**src/rtl/microwave_pkg.sv**
```systemverilog
// microwave_pkg: shared state codes, BCD digit limits and timing default for the microwave timer.
package microwave_pkg;
  typedef enum logic [2:0] {
    S_IDLE  = 3'd0,
    S_SETUP = 3'd1,
    S_RUN   = 3'd2,
    S_PAUSE = 3'd3,
    S_DONE  = 3'd4
  } state_t;
  localparam logic [3:0] SEC_MAX  = 4'd9;
  localparam logic [3:0] DSEC_MAX = 4'd5;
  localparam logic [3:0] MIN_MAX  = 4'd9;
  localparam int TICKS_PER_SEC_DEF = 1000;
  function automatic logic is_zero(input logic [3:0] m, input logic [3:0] d, input logic [3:0] s);
    return (m == 4'd0) && (d == 4'd0) && (s == 4'd0);
  endfunction
endpackage

```
**src/rtl/bcd_time_down.sv**
```systemverilog
// bcd_time_down: combinational one-second decrement of an m:ds:s BCD time, with zero flag on the result.
module bcd_time_down
  import microwave_pkg::*;
(
  input  logic [3:0] i_min,
  input  logic [3:0] i_dsec,
  input  logic [3:0] i_sec,
  output logic [3:0] o_min,
  output logic [3:0] o_dsec,
  output logic [3:0] o_sec,
  output logic       o_zero
);
  logic w_sec_nz, w_dsec_nz;
  assign w_sec_nz  = i_sec != 4'd0;
  assign w_dsec_nz = i_dsec != 4'd0;
  assign o_sec  = w_sec_nz ? i_sec - 4'd1 : SEC_MAX;
  assign o_dsec = w_sec_nz ? i_dsec : (w_dsec_nz ? i_dsec - 4'd1 : DSEC_MAX);
  // 0:00 never reaches here in normal use; wrapping to 9:59 keeps the result legal BCD
  assign o_min  = (w_sec_nz || w_dsec_nz) ? i_min : (i_min == 4'd0 ? MIN_MAX : i_min - 4'd1);
  assign o_zero = is_zero(o_min, o_dsec, o_sec);
endmodule

```
**src/rtl/microwave_timer_ctrl.sv**
```systemverilog
// microwave_timer_ctrl: keypad-loaded BCD countdown with door-gated heating and 0:00 alarm.
module microwave_timer_ctrl
  import microwave_pkg::*;
#(
  parameter int TICKS_PER_SEC = TICKS_PER_SEC_DEF
) (
  input  logic       clk,
  input  logic       rst_n,
  input  logic       key_valid,
  input  logic [3:0] key_code,
  input  logic       start,
  input  logic       stop_clear,
  input  logic       door_closed,
  output logic [3:0] min,
  output logic [3:0] dsec,
  output logic [3:0] sec,
  output logic       heating,
  output logic       alarm,
  output logic [2:0] state
);
  localparam int PW = $clog2(TICKS_PER_SEC);
  localparam logic [PW-1:0] PRE_LAST = PW'(TICKS_PER_SEC - 1);
  state_t r_state, w_nxt;
  logic [3:0] r_min, r_dsec, r_sec, w_min, w_dsec, w_sec;
  logic [3:0] w_dn_min, w_dn_dsec, w_dn_sec;
  logic [PW-1:0] r_pre, w_pre;
  logic r_heat, r_alarm, w_dn_zero, w_zero, w_key, w_tick, w_go;
  assign w_zero = is_zero(r_min, r_dsec, r_sec);
  // a key that would push sec>5 into the dsec position is refused
  assign w_key  = key_valid && (key_code <= SEC_MAX) && (r_sec <= DSEC_MAX);
  assign w_tick = r_pre == PRE_LAST;
  assign w_go   = door_closed && start && !w_zero;
  bcd_time_down u_dn (
    .i_min (r_min),
    .i_dsec(r_dsec),
    .i_sec (r_sec),
    .o_min (w_dn_min),
    .o_dsec(w_dn_dsec),
    .o_sec (w_dn_sec),
    .o_zero(w_dn_zero)
  );
  always_comb begin
    w_nxt  = r_state;
    w_min  = r_min;
    w_dsec = r_dsec;
    w_sec  = r_sec;
    w_pre  = r_pre;
    case (r_state)
      S_IDLE, S_SETUP: begin
        if (stop_clear) begin
          w_nxt  = S_IDLE;
          w_min  = '0;
          w_dsec = '0;
          w_sec  = '0;
        end else if (door_closed && start) begin
          if (r_state == S_SETUP && w_go) begin
            w_nxt = S_RUN;
            w_pre = '0;
          end
        end else if (door_closed && w_key) begin
          w_nxt  = S_SETUP;
          w_min  = r_dsec;
          w_dsec = r_sec;
          w_sec  = key_code;
        end
      end
      S_RUN: begin
        if (stop_clear || !door_closed) begin
          w_nxt = S_PAUSE;
        end else if (w_tick) begin
          w_pre  = '0;
          w_min  = w_dn_min;
          w_dsec = w_dn_dsec;
          w_sec  = w_dn_sec;
          w_nxt  = w_dn_zero ? S_DONE : S_RUN;
        end else begin
          w_pre = r_pre + 1'b1;
        end
      end
      S_PAUSE: begin
        if (stop_clear) begin
          w_nxt  = S_IDLE;
          w_min  = '0;
          w_dsec = '0;
          w_sec  = '0;
        end else if (w_go) begin
          w_nxt = S_RUN;
          w_pre = '0;
        end
      end
      S_DONE: begin
        w_min  = '0;
        w_dsec = '0;
        w_sec  = '0;
        w_nxt  = (stop_clear || !door_closed) ? S_IDLE : S_DONE;
      end
      default: begin
        w_nxt  = S_IDLE;
        w_min  = '0;
        w_dsec = '0;
        w_sec  = '0;
        w_pre  = '0;
      end
    endcase
  end
  always_ff @(posedge clk or negedge rst_n) begin
    if (!rst_n) begin
      r_state <= S_IDLE;
      r_min   <= '0;
      r_dsec  <= '0;
      r_sec   <= '0;
      r_pre   <= '0;
      r_heat  <= 1'b0;
      r_alarm <= 1'b0;
    end else begin
      r_state <= w_nxt;
      r_min   <= w_min;
      r_dsec  <= w_dsec;
      r_sec   <= w_sec;
      r_pre   <= w_pre;
      r_heat  <= w_nxt == S_RUN;
      r_alarm <= w_nxt == S_DONE;
    end
  end
  assign min     = r_min;
  assign dsec    = r_dsec;
  assign sec     = r_sec;
  assign heating = r_heat;
  assign alarm   = r_alarm;
  assign state   = r_state;
endmodule

```
**config.mk**
```make
export PLATFORM = sky130hd
export DESIGN_NAME = microwave_timer_ctrl
export DESIGN_NICKNAME = d
export VERILOG_FILES = /design/src/rtl/microwave_pkg.sv /design/src/rtl/bcd_time_down.sv /design/src/rtl/microwave_timer_ctrl.sv
export SDC_FILE = /design/constraint.sdc
export NUM_CORES = 1
export LEC_CHECK = 0
export ABC_AREA = 1
export CORE_MARGIN = 5
export CORE_UTILIZATION = 50
export DETAILED_ROUTE_END_ITERATION = 12
export GPL_TIMING_DRIVEN = 0
export PLACE_DENSITY = 0.74
export SLEW_MARGIN = 10
export SYNTH_ARGS = -nofsm -noshare
export SYNTH_HDL_FRONTEND = slang
export SYNTH_SLANG_ARGS = --single-unit
```
**constraint.sdc**
```tcl
create_clock -name clk -period 2.2 [get_ports clk]
set_input_delay 0.33 -clock clk [delete_from_list [all_inputs] [get_ports clk]]
set_output_delay 0.33 -clock clk [all_outputs]
set_load 0.005 [all_outputs]
```
### Cells colored by class, run 1

The bar under the picture is 20 um long. Fill, decap, tap and diode cells in gray.
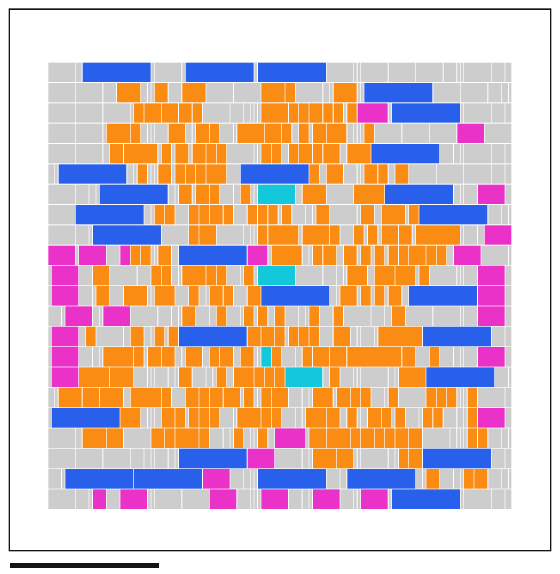
Orange shows remaining logic cells, cells 231. Cyan shows clock drivers and dummy loads, cells 4. Magenta shows remaining buffers and delay cells, cells 30. Blue shows registers, cells 27.
# rows: 22
flop share of the area: 0.294

### Register map, names as in the netlist, run 1

The bar under the picture is 20 um long. Other sequential cells in the stronger gray, the rest of the logic in the fainter gray.
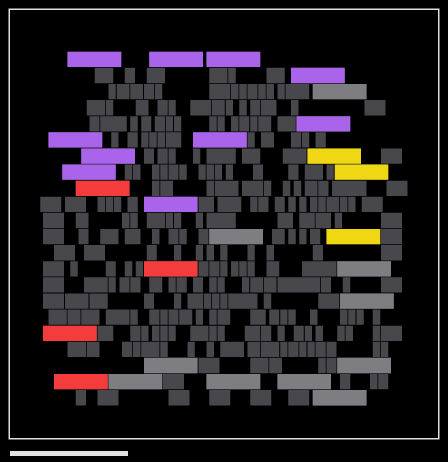
Purple shows r_pre, flops 10. Red shows sec, flops 4. Yellow shows state, flops 3.
FF/Latch Area: 676 um2
seq pwr: 0.818 mW
post-route core utilization: 0.619

==> impl_metrics.toml, run 1 <==
# synthesis and place-and-route metrics
[critical_path]
critPathKind = "flop to flop"
critical_path.top_delay_family = "simple AND/OR/NAND/NOR gates"
cpMostUsedCell = "nand2_2"
r2r.worst_path.cells = 11
crit_buf_inv = 2
slowest_stage = "dfrtp_1"
start_kind = "flop"
cp-end-kind = "flop"
worstPathRequired_ns = 2.37
crit_path_max_fanout = 10
slowest_delay_ns = 0.42

[global_route]
grt-ovfl-total = 0
grt_pass1_wl_mm = 7.86
grt.total_usage = 0.185
use_met3 = 0.0235
antenna_found_initial = 0
grt_max_degree = 28
use_met1 = 0.281

[pwr]
intPower_mw = 1.52
power_frac_clock = 0.095
sw_frac_of_total = 0.501
vdd.ir_drop.worst_uv = 799
p_comb_frac = 0.637
power_frac_seq = 0.268
p_leak_nw = 1.06
p_total_mw = 3.05
powerDensity_nw_per_um2 = 1330
pg_clk_mw = 0.289
powerComb_mw = 1.95
p_sw_mw = 1.53

[logic_synthesis]
synthAoiAreaFrac = 0.185
syn_inst = 262
xor_area_frac = 0.0219
yosysUniqueCellTypes = 37
numSynthFlops = 27
synth_chip_area_um2 = 1940
simple_gate_share = 0.349
mux_share = 0
syn_avg_cell_area_um2 = 7.40
edf_count = 0
yosys.cell_count.top_type = "nand2_1"
synth_seq_share = 0.349
top_area_frac = 0.349
area_leaders = "dfrtp_1, nand2_1, inv_1"
synth.logic.top_family = "simple AND/OR/NAND/NOR gates"
yosys_cells = 262

[final_layout]
inv_count = 37
largest_register_ffs = 10
finalNonFillerCells = 340
n_fill_cell = 360
fin_area_um2 = 2300
antenna_cells = 0
most-common-layout-cells = "nand2_1, inv_1, dfrtp_1"
flops = 27
n_all_buffers = 30
largest_class = "logic gates"
buf_share = 0.126
final-clk-cell-share = 0.0196
logic_gates = 194
nClkBuffers = 4
largest_register = "r_pre"

[drt]
wl_met1_mm = 2.22
wirelength_mm = 4.43
drtIter0Drc = 87
met3_length_um = 233
via_per_inst = 5.29
vias = 1798
detail_route.wl_per_cell_um = 13.0
dr.pass1.iters = 4
met2_wirelength_mm = 1.94
highest_layer = "met4"

[sta]
tns_ns = 0
finalMaxSlewViolations = 0
timing.clock.skew_ns = 0.00644
hold_slack_ns = 0.0519
fin_ws_ns = 0.278
hold_viol_final = 0
timing.fmax_mhz = 520
rsz0062_at_grt = "no"
maxSlewHeadroom = 0.593
worstMarginPinSlew_ns = 0.611

[clock_tree]
cts_setup_buffers = 0
htree_levels = 1
cts_root_buf = "clkbuf_8"
clk-insertion-delay-late_ns = 0.27
cts_tree = "built"
ctsResizeCount = 0

[job]
tool_warnings = 26

[placed_design]
dp_cells = 336
placed_area_um2 = 2250
portBuffers = 26
pre_cts_slack_ns = 0.0477

[floorplanning]
coreArea_um2 = 3720
taps = 48
fp-utilization = 0.522
fp.dieW_um = 72.3
chipHeight_um = 72.3

[min_path]
hold_path_class = "input port to asynchronous set/reset pin"

[run_status]
status = "finished, final reports clean"
### Cell density map, run 1

7 x 7 tiles, from black (low) to pale yellow (high), 0 to 100% covered.
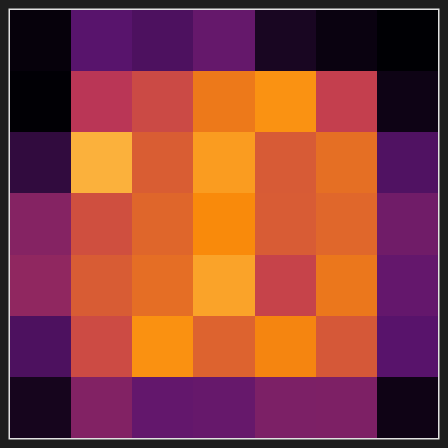
The densest ninth of the die: center. The fullest tile reaches 83%. 10% of the tiles are over 75% full. 6.1% of the tiles are nearly empty. The emptiest ninth of the die: upper right. The mean over all tiles is 43%.

run 1: path summary, 6_finish.rpt:
check | start | end | slack [ns]
worst max-delay path | r_pre[0]$_DFFE_PN0P_ | min[1]$_DFFE_PN0P_ | 0.28
max in group asynchronous | rst_n | heating$_DFF_PN0_ | 1.74
worst min-delay path | rst_n | sec[0]$_DFFE_PN0P_ | 0.05
worst max register to register | r_pre[0]$_DFFE_PN0P_ | min[1]$_DFFE_PN0P_ | 0.28
worst min register to register | r_pre[5]$_DFFE_PN0P_ | r_pre[5]$_DFFE_PN0P_ | 0.53
min in group clk | r_pre[5]$_DFFE_PN0P_ | r_pre[5]$_DFFE_PN0P_ | 0.53
### Routed metal, one color a layer, run 1

The bar under the picture is 20 um long. Only two layers are drawn.
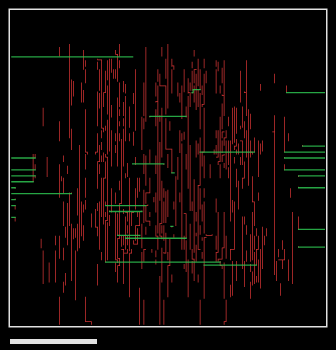

==> run 2: changes to the inputs <==
==> constraint.sdc (replaced) <==
create_clock -name clk -period 2.2 [get_ports clk]
set_input_delay 0.66 -clock clk [delete_from_list [all_inputs] [get_ports clk]]
set_output_delay 0.66 -clock clk [all_outputs]
set_load 0.005 [all_outputs]
### Routed metal, one color a layer, run 2

The bar under the picture is 20 um long. Only two layers are drawn.
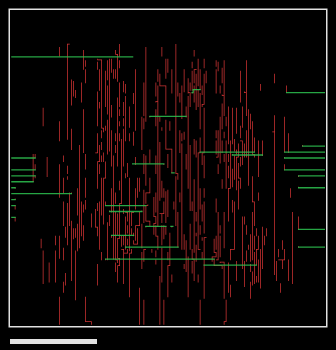
Green shows M3, wire length 242 um. Red shows M2, wire length 1950 um.

==> run 2 against run 1 <==
Against the previous run:
- final cell count is the same
- flip-flop count stayed put
- design area up 0.22%
- register-to-register slack about the same
- critical path depth fell by 1
- largest power group unchanged
==> impl_metrics.toml, run 2 <==
# synthesis and place-and-route metrics
[logic_synthesis]
yosysUniqueCellTypes = 37
yosysWarnings = 0
synth_chip_area_um2 = 1940
mux_share = 0
synthAoiAreaFrac = 0.185
syn-cell-area_um2 = 1940
syn_inst = 262
yosys_most_used_dff = "dfrtp_1"
syn_avg_cell_area_um2 = 7.40
synth_seq_share = 0.349
synth.logic.top_family = "simple AND/OR/NAND/NOR gates"
async_flop_share = 1.00
top_area_frac = 0.349
yosys.cell_count.top_type = "nand2_1"
edf_count = 0
ys_sh_adder = 0.00646
xor_area_frac = 0.0219
numSynthFlops = 27
syn_nets = 273
netlist.top_cell.by_area = "dfrtp_1"
area_leaders = "dfrtp_1, nand2_1, inv_1"
simple_gate_share = 0.349
yosys_cells = 262

[global_route]
top_usage_layer = "met2"
first_global_vias = 1726
grt.total_usage = 0.185
grt_max_degree = 28
use_met3 = 0.0235
use_met1 = 0.281
antenna_found_initial = 0
grtUsageMet2 = 0.281
grt-ovfl-total = 0
grt_pass1_wl_mm = 7.86

[clock_tree]
postCtsHoldBufs = 0
ctsResizeCount = 0
cts_setup_buffers = 0
cts_tree = "built"
path_clk_slew_ns = 0.10
clk_path_buf_depth = 2
cts_root_buf = "clkbuf_8"
cts_buffers = 3
htree_levels = 1
clkSinkCount = 27
clk-insertion-delay-late_ns = 0.27

[sta]
worstMarginPinSlew_ns = 0.609
hold_slack_ns = 0.381
fin_ws_ns = 0.121
maxSlewHeadroom = 0.594
rsz0062_at_grt = "no"
finalMaxSlewViolations = 0
tns_ns = 0
fin_crit_sh = 0.945
timing.fmax_mhz = 481
hold_viol_final = 0
timing.clock.skew_ns = 0.00665
finalSetupViolCount = 0

[placed_design]
post-dp-hpwl_mm = 3.33
finalWeightedCongestion = 0.898
placed_area_um2 = 2250
portBuffers = 26
dp_cells = 336
pre_cts_slack_ns = -0.282

[floorplanning]
die_area_um2 = 5220
chipHeight_um = 72.3
fp.dieW_um = 72.3
io_pins = 27
rows = 22
fp-utilization = 0.522

[run_status]
status = "finished, final reports clean"

[pwr]
p_comb_frac = 0.639
powerComb_mw = 1.96
p_sw_mw = 1.54
sw_frac_of_total = 0.501
p_total_mw = 3.07
power_frac_seq = 0.267
intPower_mw = 1.53
vdd.ir_drop.worst_uv = 799
p_leak_nw = 1.07
power_frac_clock = 0.094
pg_clk_mw = 0.289
p_seq_mw = 0.820
powerDensity_nw_per_um2 = 1330

[drt]
drc = 0
via_per_inst = 5.28
wirelength_mm = 4.45
vias = 1796
detail_route.wl_per_cell_um = 13.1
dr.pass1.iters = 4
postRouteAntennaNets = 0
drtIter0Drc = 135

[final_layout]
largest_register = "r_pre"
lay_top_count = "nand2_1"
most-common-layout-cells = "nand2_1, inv_1, dfrtp_1"
finalNetCount = 304
antenna_cells = 0
fin_area_um2 = 2300
drive_gt1_frac = 0.171
finalNonFillerCells = 340
largest_register_ffs = 10

[critical_path]
r2r-end = "min[1]$_DFFE_PN0P_"
crit_end = "min[1]$_DFFE_PN0P_"
worstPathArrival_ns = 2.25
worstPathRequired_ns = 2.37
start_kind = "input port"
timing.reg2reg.setup_slack_ns = 0.28
r2r.worst_path.cells = 11
cp-end-kind = "flop"
crit_path_max_fanout = 10
critPathKind = "input port to flop"
worstSetupStartpoint = "door_closed"
r2r-start = "r_pre[0]$_DFFE_PN0P_"

[job]
tool_warnings = 26

[min_path]
hold_path_class = "input port to asynchronous set/reset pin"
### Cells colored by class, run 2

The bar under the picture is 20 um long. Fill, decap, tap and diode cells in gray.
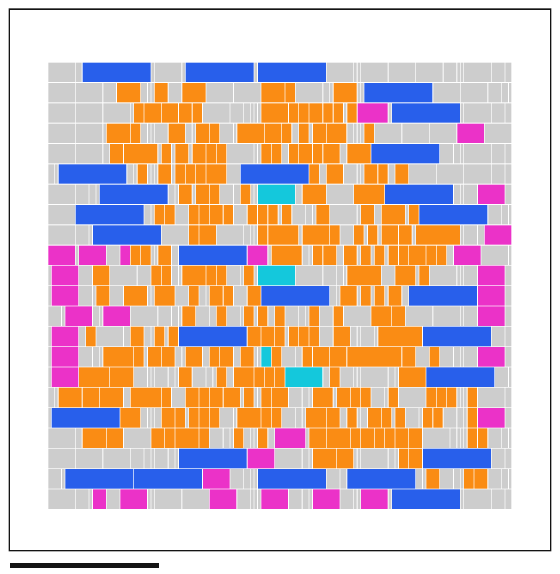
Orange shows remaining logic cells, cells 231. Cyan shows clock drivers and dummy loads, cells 4. Magenta shows remaining buffers and delay cells, cells 30. Blue shows registers, cells 27.
Core Region: 3720 um2
post-route core utilization: 0.620
flop share of the area: 0.293

run 2: area by class of cell:
class | count | area, um2
sequential | 27 | 676
clock buffer | 4 | 45.0
fill | 358 | 1410
timing repair buffer | 26 | 255
inverter | 37 | 139
multi-input combinational | 194 | 1090
buffer | 4 | 33.8
tap | 48 | 60.1
run 2: per-layer routing:
metal,vias up,part of all wire,routed length [um]
met4,0,0.0081,36
met2,46,0.44,1950
met3,4,0.054,241
met1,823,0.50,2220
li1,923,-,-
met5,-,0,0
run 2: worst max-delay path: stages:
cell,delay [ns]
clkdlybuf4s50_1,0.51
nand2_1,0.20
nand2_1,0.07
nor2_1,0.25
nor2_4,0.07
nor2_4,0.17
inv_2,0.06
buf_6,0.15
nand2_2,0.06
o21ai_2,0.05
### Register map, names as in the netlist, run 2

The bar under the picture is 20 um long. Other sequential cells in the stronger gray, the rest of the logic in the fainter gray.
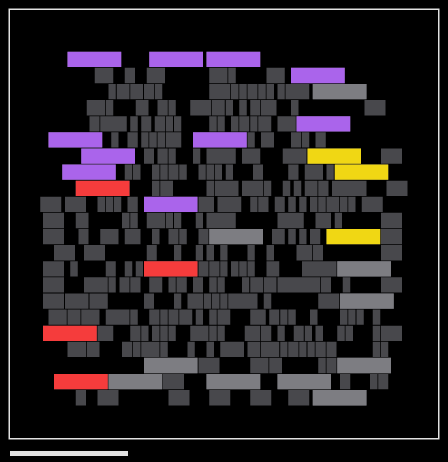

==> run 3: changes to the inputs <==
Settings changed: CELL_PAD_IN_SITES_DETAIL_PLACEMENT set to 1, CELL_PAD_IN_SITES_GLOBAL_PLACEMENT set to 1, CORE_UTILIZATION 50 to 40, PLACE_DENSITY 0.74 to unset, PLACE_DENSITY_LB_ADDON set to 0.1.
### Register map, names as in the netlist, run 3

The bar under the picture is 20 um long. Other sequential cells in the stronger gray, the rest of the logic in the fainter gray.
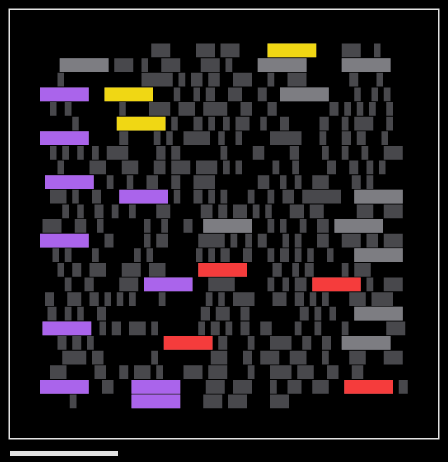
Red shows sec, flops 4. Yellow shows state, flops 3. Purple shows r_pre, flops 10.
Another 10 sequential cells are not colored.
flop share of the area: 0.290
seq pwr: 0.832 mW
post-route core utilization: 0.493

### Routed metal, one color a layer, run 3

The bar under the picture is 20 um long. Only two layers are drawn.
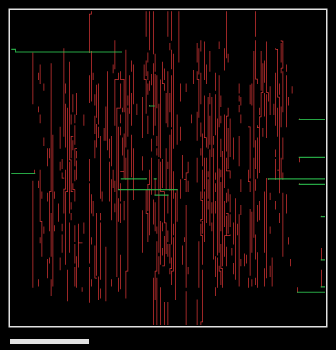
Green shows M3, wire length 102 um. Red shows M2, wire length 2860 um.

==> run 3 against run 2 <==
Against the previous run:
- non-clock buffer count did not move
- total power rose by 3.1%
- synthesized cell count did not move
- synthesized area did not move
- critical path type is now flop to output port
==> impl_metrics.toml, run 3 <==
# synthesis and place-and-route metrics
[logic_synthesis]
yosysWarnings = 0
yosys.cell_count.top_type = "nand2_1"
syn-cell-area_um2 = 1940
syn_inst = 262
synth.logic.top_family = "simple AND/OR/NAND/NOR gates"
common_cells = "nand2_1, inv_1, dfrtp_1"
ys_sh_adder = 0.00646
yosysUniqueCellTypes = 37
syn_nets = 273
synth_seq_share = 0.349
yosys_most_used_dff = "dfrtp_1"
simple_gate_share = 0.349
yosys_cells = 262
async_flop_share = 1.00
top_area_frac = 0.349
xor_area_frac = 0.0219
mux_share = 0
area_leaders = "dfrtp_1, nand2_1, inv_1"
edf_count = 0

[critical_path]
worstPathArrival_ns = 1.44
r2r-end = "sec[0]$_DFFE_PN0P_"
crit_end = "sec[2]"
crit_chain = "clkdlybuf4s50_1"
slowest_stage = "dfrtp_1"
cp.depth = 1
r2r.worst_path.cells = 11
crit_path_max_fanout = 7
slowest_delay_ns = 0.58
timing.reg2reg.setup_slack_ns = 0.22
critical_path.top_delay_family = "flip-flops"
worstPathRequired_ns = 1.54
critPathKind = "flop to output port"
start_kind = "flop"
crit_buf_inv = 1
cp-end-kind = "output port"
worstSetupStartpoint = "sec[2]$_DFFE_PN0P_"

[final_layout]
most-common-layout-cells = "nand2_1, inv_1, dfrtp_1"
largest_register = "r_pre"
largest_register_ffs = 10
n_fill_cell = 622
antenna_cells = 0
drive_gt1_frac = 0.175
finalNetCount = 304
finalNonFillerCells = 359
lay_top_count = "nand2_1"

[global_route]
grtUsageMet2 = 0.346
use_met1 = 0.232
first_global_vias = 1926
grt-ovfl-total = 0
top_usage_layer = "met2"
use_met3 = 0.0226
antenna_found_initial = 0
grt_pass1_wl_mm = 9.36
grt.total_usage = 0.189
grt_max_degree = 28

[drt]
drtIter0Drc = 68
dr.pass1.iters = 4
met3_length_um = 101
detail_route.wl_per_cell_um = 15.0
via_per_inst = 5.12
highest_layer = "met4"
drc = 0
wl_met1_mm = 2.36
met2_wirelength_mm = 2.86
postRouteAntennaNets = 0

[pwr]
p_comb_frac = 0.640
powerComb_mw = 2.02
powerDensity_nw_per_um2 = 1360
sw_frac_of_total = 0.517
power_frac_clock = 0.097
p_total_mw = 3.16
intPower_mw = 1.53
power_frac_seq = 0.263
vdd.ir_drop.worst_uv = 590
p_leak_nw = 1.07
p_sw_mw = 1.64

[floorplanning]
chipHeight_um = 79.6
rows = 25
io_pins = 27
die_area_um2 = 6340
coreArea_um2 = 4720
fp.dieW_um = 79.6
fp-utilization = 0.410

[sta]
timing.fmax_mhz = 476
fin_crit_sh = 0.955
maxSlewHeadroom = 0.569
finalMaxSlewViolations = 0
finalSetupViolCount = 0
worstMarginPinSlew_ns = 0.647
rsz0062_at_grt = "no"

[placed_design]
finalWeightedCongestion = 0.858
dp_cells = 355
post-dp-hpwl_mm = 4.15
portBuffers = 26

[job]
tool_warnings = 26

[clock_tree]
clk-insertion-delay-late_ns = 0.28
cts_root_buf = "clkbuf_8"
cts_buffers = 3
htree_levels = 1
clkSinkCount = 27
postCtsHoldBufs = 0
clk_path_buf_depth = 2
ctsResizeCount = 1

[min_path]
hold_path_class = "input port to asynchronous set/reset pin"

[run_status]
status = "finished, final reports clean"
run 3: area by class of cell:
cell class,instances,area [um2],share of cell area
Tap cell,67,83.8,0.0360
Clock inverter,1,5.00,0.00215
Buffer,4,33.8,0.0145
Multi-Input combinational cell,194,1090,0.470
Clock buffer,3,41.3,0.0177
Sequential cell,27,676,0.290
Timing Repair Buffer,26,255,0.110
Inverter,37,139,0.0596
run 3: through the flow:
step	utilization	worst slack, ns	TNS, ns	area [um2]
5_1_grt	0.493	0.0242	0	2330
4_1_cts	0.493	0.0871	0	2330
2_1_floorplan	-	0.478	0	1940
6_report	0.493	0.0985	0	2330
3_3_place_gp	0.483	-0.262	-4.52	2280
3_5_place_dp	0.482	-0.309	-4.19	2280
Power and IR drop assume default switching activity.
